**Cell sizes after repair**

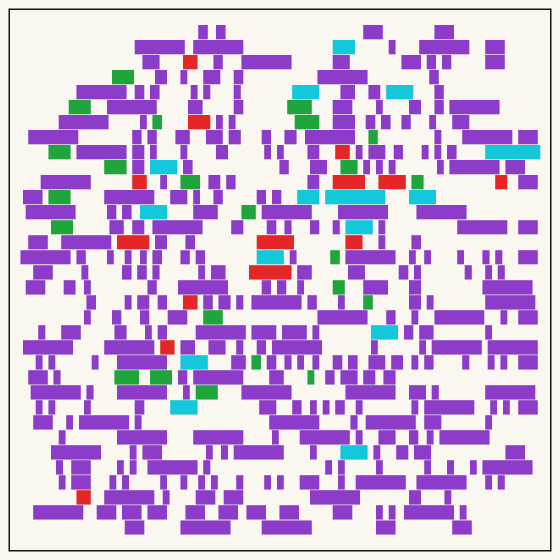
**Metal layers overlaid**

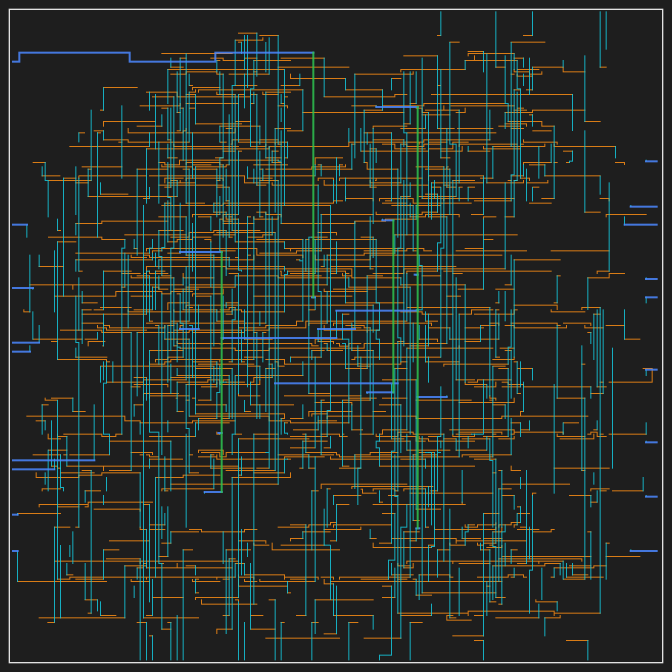
**Cell placement**

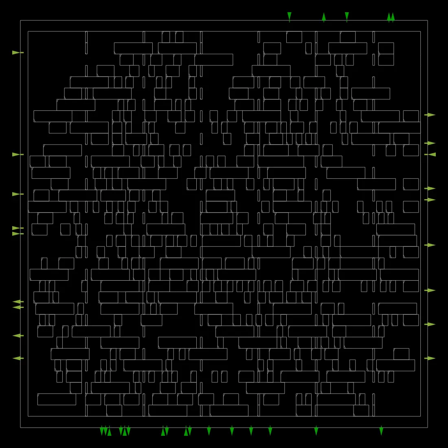
**Cell classes on the final placement**

Fill, decap, tap and diode cells in grey.
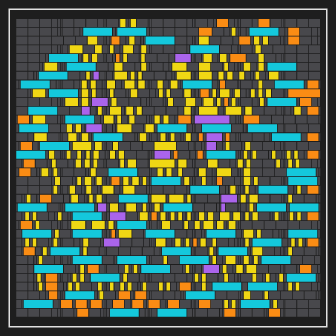
<file path="src/rtl/cpu_memory_loader.sv">
// cpu_memory_loader: length-prefixed byte-stream ROM loader writing CHIP-8 memory port A.
// Optional feature: define LOADER_CLEAR_EN to zero-fill memory above the payload after a load.
module cpu_memory_loader #(
  parameter logic [11:0] BASE_ADDR = 12'h200,
  parameter logic [11:0] MEM_TOP   = 12'hFFF
) (
  input  logic        clk,
  input  logic        reset,
  input  logic        start,
  input  logic        in_valid,
  input  logic [7:0]  in_data,
  output logic        in_ready,
  output logic        mem_en,
  output logic        mem_write,
  output logic [11:0] mem_addr,
  output logic [7:0]  mem_data,
  output logic        cpu_hold,
  output logic        busy,
  output logic        done,
  output logic        error
);

  localparam logic [15:0] MaxLen = {4'h0, MEM_TOP} - {4'h0, BASE_ADDR} + 16'd1;

  typedef enum logic [2:0] {
    S_IDLE,
    S_LEN_HI,
    S_LEN_LO,
    S_DATA,
`ifdef LOADER_CLEAR_EN
    S_CLEAR,
`endif
    S_FIN,
    S_ERR
  } state_t;

  state_t      r_state;
  state_t      w_nextState;
  logic [7:0]  r_lenHi;
  logic [11:0] r_ptr;
  logic [15:0] r_remaining;
  logic        r_memEn;
  logic        r_memWrite;
  logic [11:0] r_memAddr;
  logic [7:0]  r_memData;
  logic        r_cpuHold;
  logic        r_busy;
  logic        r_done;
  logic        r_error;
  logic        w_ready;
  logic        w_accept;
  logic [15:0] w_len;

  assign w_ready  = (r_state == S_LEN_HI) || (r_state == S_LEN_LO) || (r_state == S_DATA);
  assign w_accept = in_valid && w_ready;
  assign w_len    = {r_lenHi, in_data};

  always_ff @(posedge clk or posedge reset) begin
    if (reset) begin
      r_state <= S_IDLE;
    end else begin
      r_state <= w_nextState;
    end
  end

  always_comb begin
    w_nextState = r_state;
    case (r_state)
      S_IDLE, S_FIN, S_ERR: begin
        if (start) w_nextState = S_LEN_HI;
      end
      S_LEN_HI: begin
        if (w_accept) w_nextState = S_LEN_LO;
      end
      S_LEN_LO: begin
        if (w_accept) begin
          if (w_len > MaxLen) begin
            w_nextState = S_ERR;
          end else if (w_len == 16'd0) begin
`ifdef LOADER_CLEAR_EN
            w_nextState = S_CLEAR;
`else
            w_nextState = S_FIN;
`endif
          end else begin
            w_nextState = S_DATA;
          end
        end
      end
      S_DATA: begin
        // A payload that ends exactly at MEM_TOP leaves nothing to clear.
        if (w_accept && (r_remaining == 16'd1)) begin
`ifdef LOADER_CLEAR_EN
          w_nextState = (r_ptr == MEM_TOP) ? S_FIN : S_CLEAR;
`else
          w_nextState = S_FIN;
`endif
        end
      end
`ifdef LOADER_CLEAR_EN
      S_CLEAR: begin
        if (r_ptr == MEM_TOP) w_nextState = S_FIN;
      end
`endif
      default: w_nextState = S_IDLE;
    endcase
  end

  always_ff @(posedge clk or posedge reset) begin
    if (reset) begin
      r_lenHi     <= 8'd0;
      r_ptr       <= 12'd0;
      r_remaining <= 16'd0;
      r_memEn     <= 1'b0;
      r_memWrite  <= 1'b0;
      r_memAddr   <= 12'd0;
      r_memData   <= 8'd0;
      r_cpuHold   <= 1'b0;
      r_busy      <= 1'b0;
      r_done      <= 1'b0;
      r_error     <= 1'b0;
    end else begin
      r_memEn    <= 1'b0;
      r_memWrite <= 1'b0;
      case (r_state)
        S_IDLE, S_FIN, S_ERR: begin
          // start wins over the resting-state status updates
          if (start) begin
            r_done    <= 1'b0;
            r_error   <= 1'b0;
            r_cpuHold <= 1'b1;
            r_busy    <= 1'b1;
          end else if (r_state == S_FIN) begin
            r_done    <= 1'b1;
            r_cpuHold <= 1'b0;
            r_busy    <= 1'b0;
          end else if (r_state == S_ERR) begin
            r_error <= 1'b1;
            r_busy  <= 1'b0;
          end
        end
        S_LEN_HI: begin
          if (w_accept) r_lenHi <= in_data;
        end
        S_LEN_LO: begin
          if (w_accept) begin
            r_ptr       <= BASE_ADDR;
            r_remaining <= w_len;
          end
        end
        S_DATA: begin
          if (w_accept) begin
            r_memEn     <= 1'b1;
            r_memWrite  <= 1'b1;
            r_memAddr   <= r_ptr;
            r_memData   <= in_data;
            r_ptr       <= r_ptr + 12'd1;
            r_remaining <= r_remaining - 16'd1;
          end
        end
`ifdef LOADER_CLEAR_EN
        S_CLEAR: begin
          r_memEn    <= 1'b1;
          r_memWrite <= 1'b1;
          r_memAddr  <= r_ptr;
          r_memData  <= 8'h00;
          r_ptr      <= r_ptr + 12'd1;
        end
`endif
        default: ;
      endcase
    end
  end

  assign in_ready  = w_ready;
  assign mem_en    = r_memEn;
  assign mem_write = r_memWrite;
  assign mem_addr  = r_memAddr;
  assign mem_data  = r_memData;
  assign cpu_hold  = r_cpuHold;
  assign busy      = r_busy;
  assign done      = r_done;
  assign error     = r_error;

endmodule
</file>
<file path="config.mk">
export PLATFORM = sky130hd
export DESIGN_NAME = cpu_memory_loader
export DESIGN_NICKNAME = d
export VERILOG_FILES = /design/src/rtl/cpu_memory_loader.sv
export SDC_FILE = /design/constraint.sdc
export NUM_CORES = 1
export LEC_CHECK = 0
export CELL_PAD_IN_SITES_DETAIL_PLACEMENT = 1
export CELL_PAD_IN_SITES_GLOBAL_PLACEMENT = 1
export CORE_MARGIN = 1.5
export CORE_UTILIZATION = 35
export CTS_BUF_LIST = sky130_fd_sc_hd__clkbuf_8
export DETAILED_ROUTE_END_ITERATION = 7
export GPL_TIMING_DRIVEN = 0
export HOLD_SLACK_MARGIN = 0.03
export PLACE_DENSITY_LB_ADDON = 0.1
export SLEW_MARGIN = 25
export SYNTH_ARGS = -nofsm -noshare
export SYNTH_HDL_FRONTEND = slang
export SYNTH_SLANG_ARGS = --single-unit
</file>
<file path="constraint.sdc">
create_clock -name clk -period 2.1 [get_ports clk]
set_input_delay 0.315 -clock clk [delete_from_list [all_inputs] [get_ports clk]]
set_output_delay 0.315 -clock clk [all_outputs]
set_load 0.05 [all_outputs]
</file>
==> Implementation_results.wiki <==
== Flow metrics ==
{| class="wikitable"
! Metric !! Value
|-
| Critical Path RT || 2.33 ns
|-
| Power density over the cells || 1440 nW/µm²
|-
| Avg Vias per Cell || 5.32
|-
| Pre-Repair DR Iteration Count || 4
|-
| Minimum clock period after layout || 2.03 ns
|-
| Effective utilization at floorplan || 36.1%
|-
| Final nets || 410
|-
| Max-cap violations || 0
|-
| Post-detailed-placement half-perimeter wirelength || 6.20 mm
|-
| Setup TNS after final layout || 0 ns
|-
| Number of synthesized register bits || 64
|-
| Nets at Floorplan || 357
|-
| Antenna violations before repair || 0
|-
| Hold Slack || 0.240 ns
|-
| Number of flops mapped to enable cells by yosys || 0
|-
| Met2 Routed Length || 4.24 mm
|-
| Clock edge transition at the registers on the reported setup and hold paths || 0.07 ns
|-
| CTS root buf || sky130_fd_sc_hd__clkbuf_8
|-
| Worst slew margin relative to its limit || 60.2%
|-
| Synthesized chip area reported by yosys || 3150 µm²
|-
| Gp weighted congestion || 0.789
|-
| Synth warn || 0
|-
| Iteration-0 DRC Markers || 132
|-
| Fraction of final layout cells with drive strength greater than 1 || 13.0%
|-
| Largest type area fraction || 50.9%
|-
| Setup-failing EPs final || 0
|-
| Width of the die || 97.8 µm
|-
| Total standard cell area after synthesis || 3150 µm²
|-
| Yosys top cell by instances || sky130_fd_sc_hd__nand2_1
|-
| Total CTS buffers || 9
|-
| IR drop worst, VDD || 0.566 mV
|-
| Cell taking the most area after synthesis || sky130_fd_sc_hd__dfrtp_1
|-
| Result of the run || finished, final reports clean
|-
| Path class of the lowest-slack min-delay path || in -> async
|-
| I/O pin total || 39
|-
| Leakage power of the design || 1.74 nW
|-
| Number of non-filler instances in the completed layout || 507
|-
| Number of slew-limit violations in the final report || 0
|-
| Switching share of power || 44.3%
|-
| Insertion delay to the later sink of the worst-skew pair || 0.35 ns
|-
| Met3 routed wirelength || 184 µm
|-
| Post-CTS Hold Fix Bufs || 0
|-
| Area contributors post-synth || sky130_fd_sc_hd__dfrtp_1 51%, sky130_fd_sc_hd__nand2_1 10%, sky130_fd_sc_hd__o21ai_0 4.3%
|-
| Maximum net fanout on the critical path || 6
|-
| PortBufs || 38
|-
| Tool warnings || 27
|-
| Total inserted antenna cells || 0
|-
| Crit path buffers/inverters || 0
|-
| Wire length of the first global-routing pass || 15.1 mm
|-
| CP Data Arrival Time || 2.26 ns
|-
| Overflow left after global routing || 0
|-
| TritonCTS clock tree || done
|-
| Distinct cells, synth || 51
|-
| Most frequent cells after synthesis || 85 x sky130_fd_sc_hd__nand2_1, 64 x sky130_fd_sc_hd__dfrtp_1, 27 x sky130_fd_sc_hd__o21ai_0
|-
| P_sw || 2.51 mW
|-
| Share of flip-flops with an asynchronous set or reset || 100%
|-
| Commonest Layout Cell || sky130_fd_sc_hd__nand2_1
|-
| Busiest metal layer after global routing || met2
|-
| Slowest-stage cell, CP || sky130_fd_sc_hd__or4_4
|-
| Chip area || 9570 µm²
|-
| Buffer depth of the longest clock path || 2
|-
| Pre-CTS setup slack || -0.294 ns
|-
| Combinational group share of total power || 45.2%
|-
| Slew @ Worst Pin || 0.592 ns
|-
| Post-CTS setup-driven buffer insertion count || 0
|-
| Achievable clock frequency || 493 MHz
|-
| Number of instances in the placed design || 489
|-
| Crit path capture type || flip-flop
|-
| GR Util met2 || 32.0%
|-
| Critical Path Max Stage Delay || 0.56 ns
|-
| Cells in synth_stat.txt || 342
|-
| Syn_area_per_cell || 9.20 µm²
|-
| CP cell instances || or4_4, and4bb_1, nand4_1, nor3b_2, a22o_1
|-
| Clock Skew || 0.0135 ns
|-
| Cell count after synthesis || 342
|}
About 'cell sizes after repair':
Green shows _2 cells, cells 23. Cyan shows _6 and larger, cells 15. Purple shows _0 and _1 cells, cells 347. Red shows _3 and _4 cells, cells 14.
synthesis-to-finish area growth: 25.4%
post-route worst setup slack: 0.0733 ns
cell area after layout: 3950 µm²
number of ordinary and repair buffers in the finished layout: 58

About 'metal layers overlaid':
Blue shows metal 3, wire length 185 µm. Orange shows metal 1, wire length 4230 µm. Cyan shows metal 2, wire length 4240 µm. Green shows metal 4, wire length 162 µm.
Final Routed Wirelength: 8.81 mm
DR WL/cell: 17.4 µm
via count: 2699
overall global routing resource usage: 19.8%

About 'cell placement':
flip-flop and latch share of the layout cell area: 40.6%
number of filler cells placed in the layout: 1022
final standard cell utilization of the core: 45.3%

About 'cell classes on the final placement':
Yellow shows combinational and other logic, cells 262, share of their area 39%. Cyan shows flops, cells 64, share of their area 42%. Purple shows clock drivers and dummy loads, cells 15, share of their area 4.9%. Orange shows other buffers and delay cells, cells 58, share of their area 14%.
CORE AREA: 8720 µm²
total number of placement rows: 34

[area by class of cell]
class	count	area, µm²	area share (%)
sequential	64	1600	40.6
multi-input combinational	253	1460	36.9
timing repair buffer	42	430	10.9
tap	108	135	3.42
clock buffer	9	124	3.14
buffer	16	104	2.63
clock inverter	6	62.6	1.58
inverter	9	36.3	0.919
[logic make-up after synthesis]
group / Yosys count / share of synthesized area [%]
xor+xnor: 6 / 1.67
mux: 9 / 3.18
simple gates: 160 / 24.4
fa+ha+maj: 3 / 1.19
buf+inv: 25 / 4.29
flops: 64 / 50.9
compound gates: 75 / 14.4
[sequential cells by signal, summed over array words and instances, names as in the netlist]
register,count
done,1
mem_data,8
r_ptr,12
mem_write,1
error,1
r_state,3
r_remaining,16
mem_addr,12
cpu_hold,1
busy,1
r_lenHi,8
[power by group through the flow]
| stage | sequential [mW] | clock (mW) | combinational [mW] |
|---|---|---|---|
| 3_3_place_gp | 2.04 | 0 | 2.44 |
| 2_1_floorplan | 2.43 | 0 | 1.29 |
| 3_5_place_dp | 2.05 | 0 | 2.49 |
| 4_1_cts | 2.03 | 1.07 | 2.51 |
| 6_report | 2.06 | 1.05 | 2.56 |
| 5_1_grt | 2.12 | 1.13 | 2.80 |
[worst paths after layout]
| check | start | slack [ns] | endpoint | depth (start not counted) |
|---|---|---|---|---|
| hold / removal | reset | 0.24 | cpu_hold | 2 |
| max in group asynchronous | reset | 1.34 | mem_data[5] | 3 |
| setup reg to reg | r_remaining[12] | 0.07 | r_state[0] | 5 |
| hold reg to reg | mem_addr[5] | 0.47 | mem_addr[5] | 2 |
| setup / recovery | r_remaining[12] | 0.07 | r_state[0] | 5 |
| min in group clk | mem_addr[5] | 0.47 | mem_addr[5] | 2 |
Power and IR drop assume default switching activity.
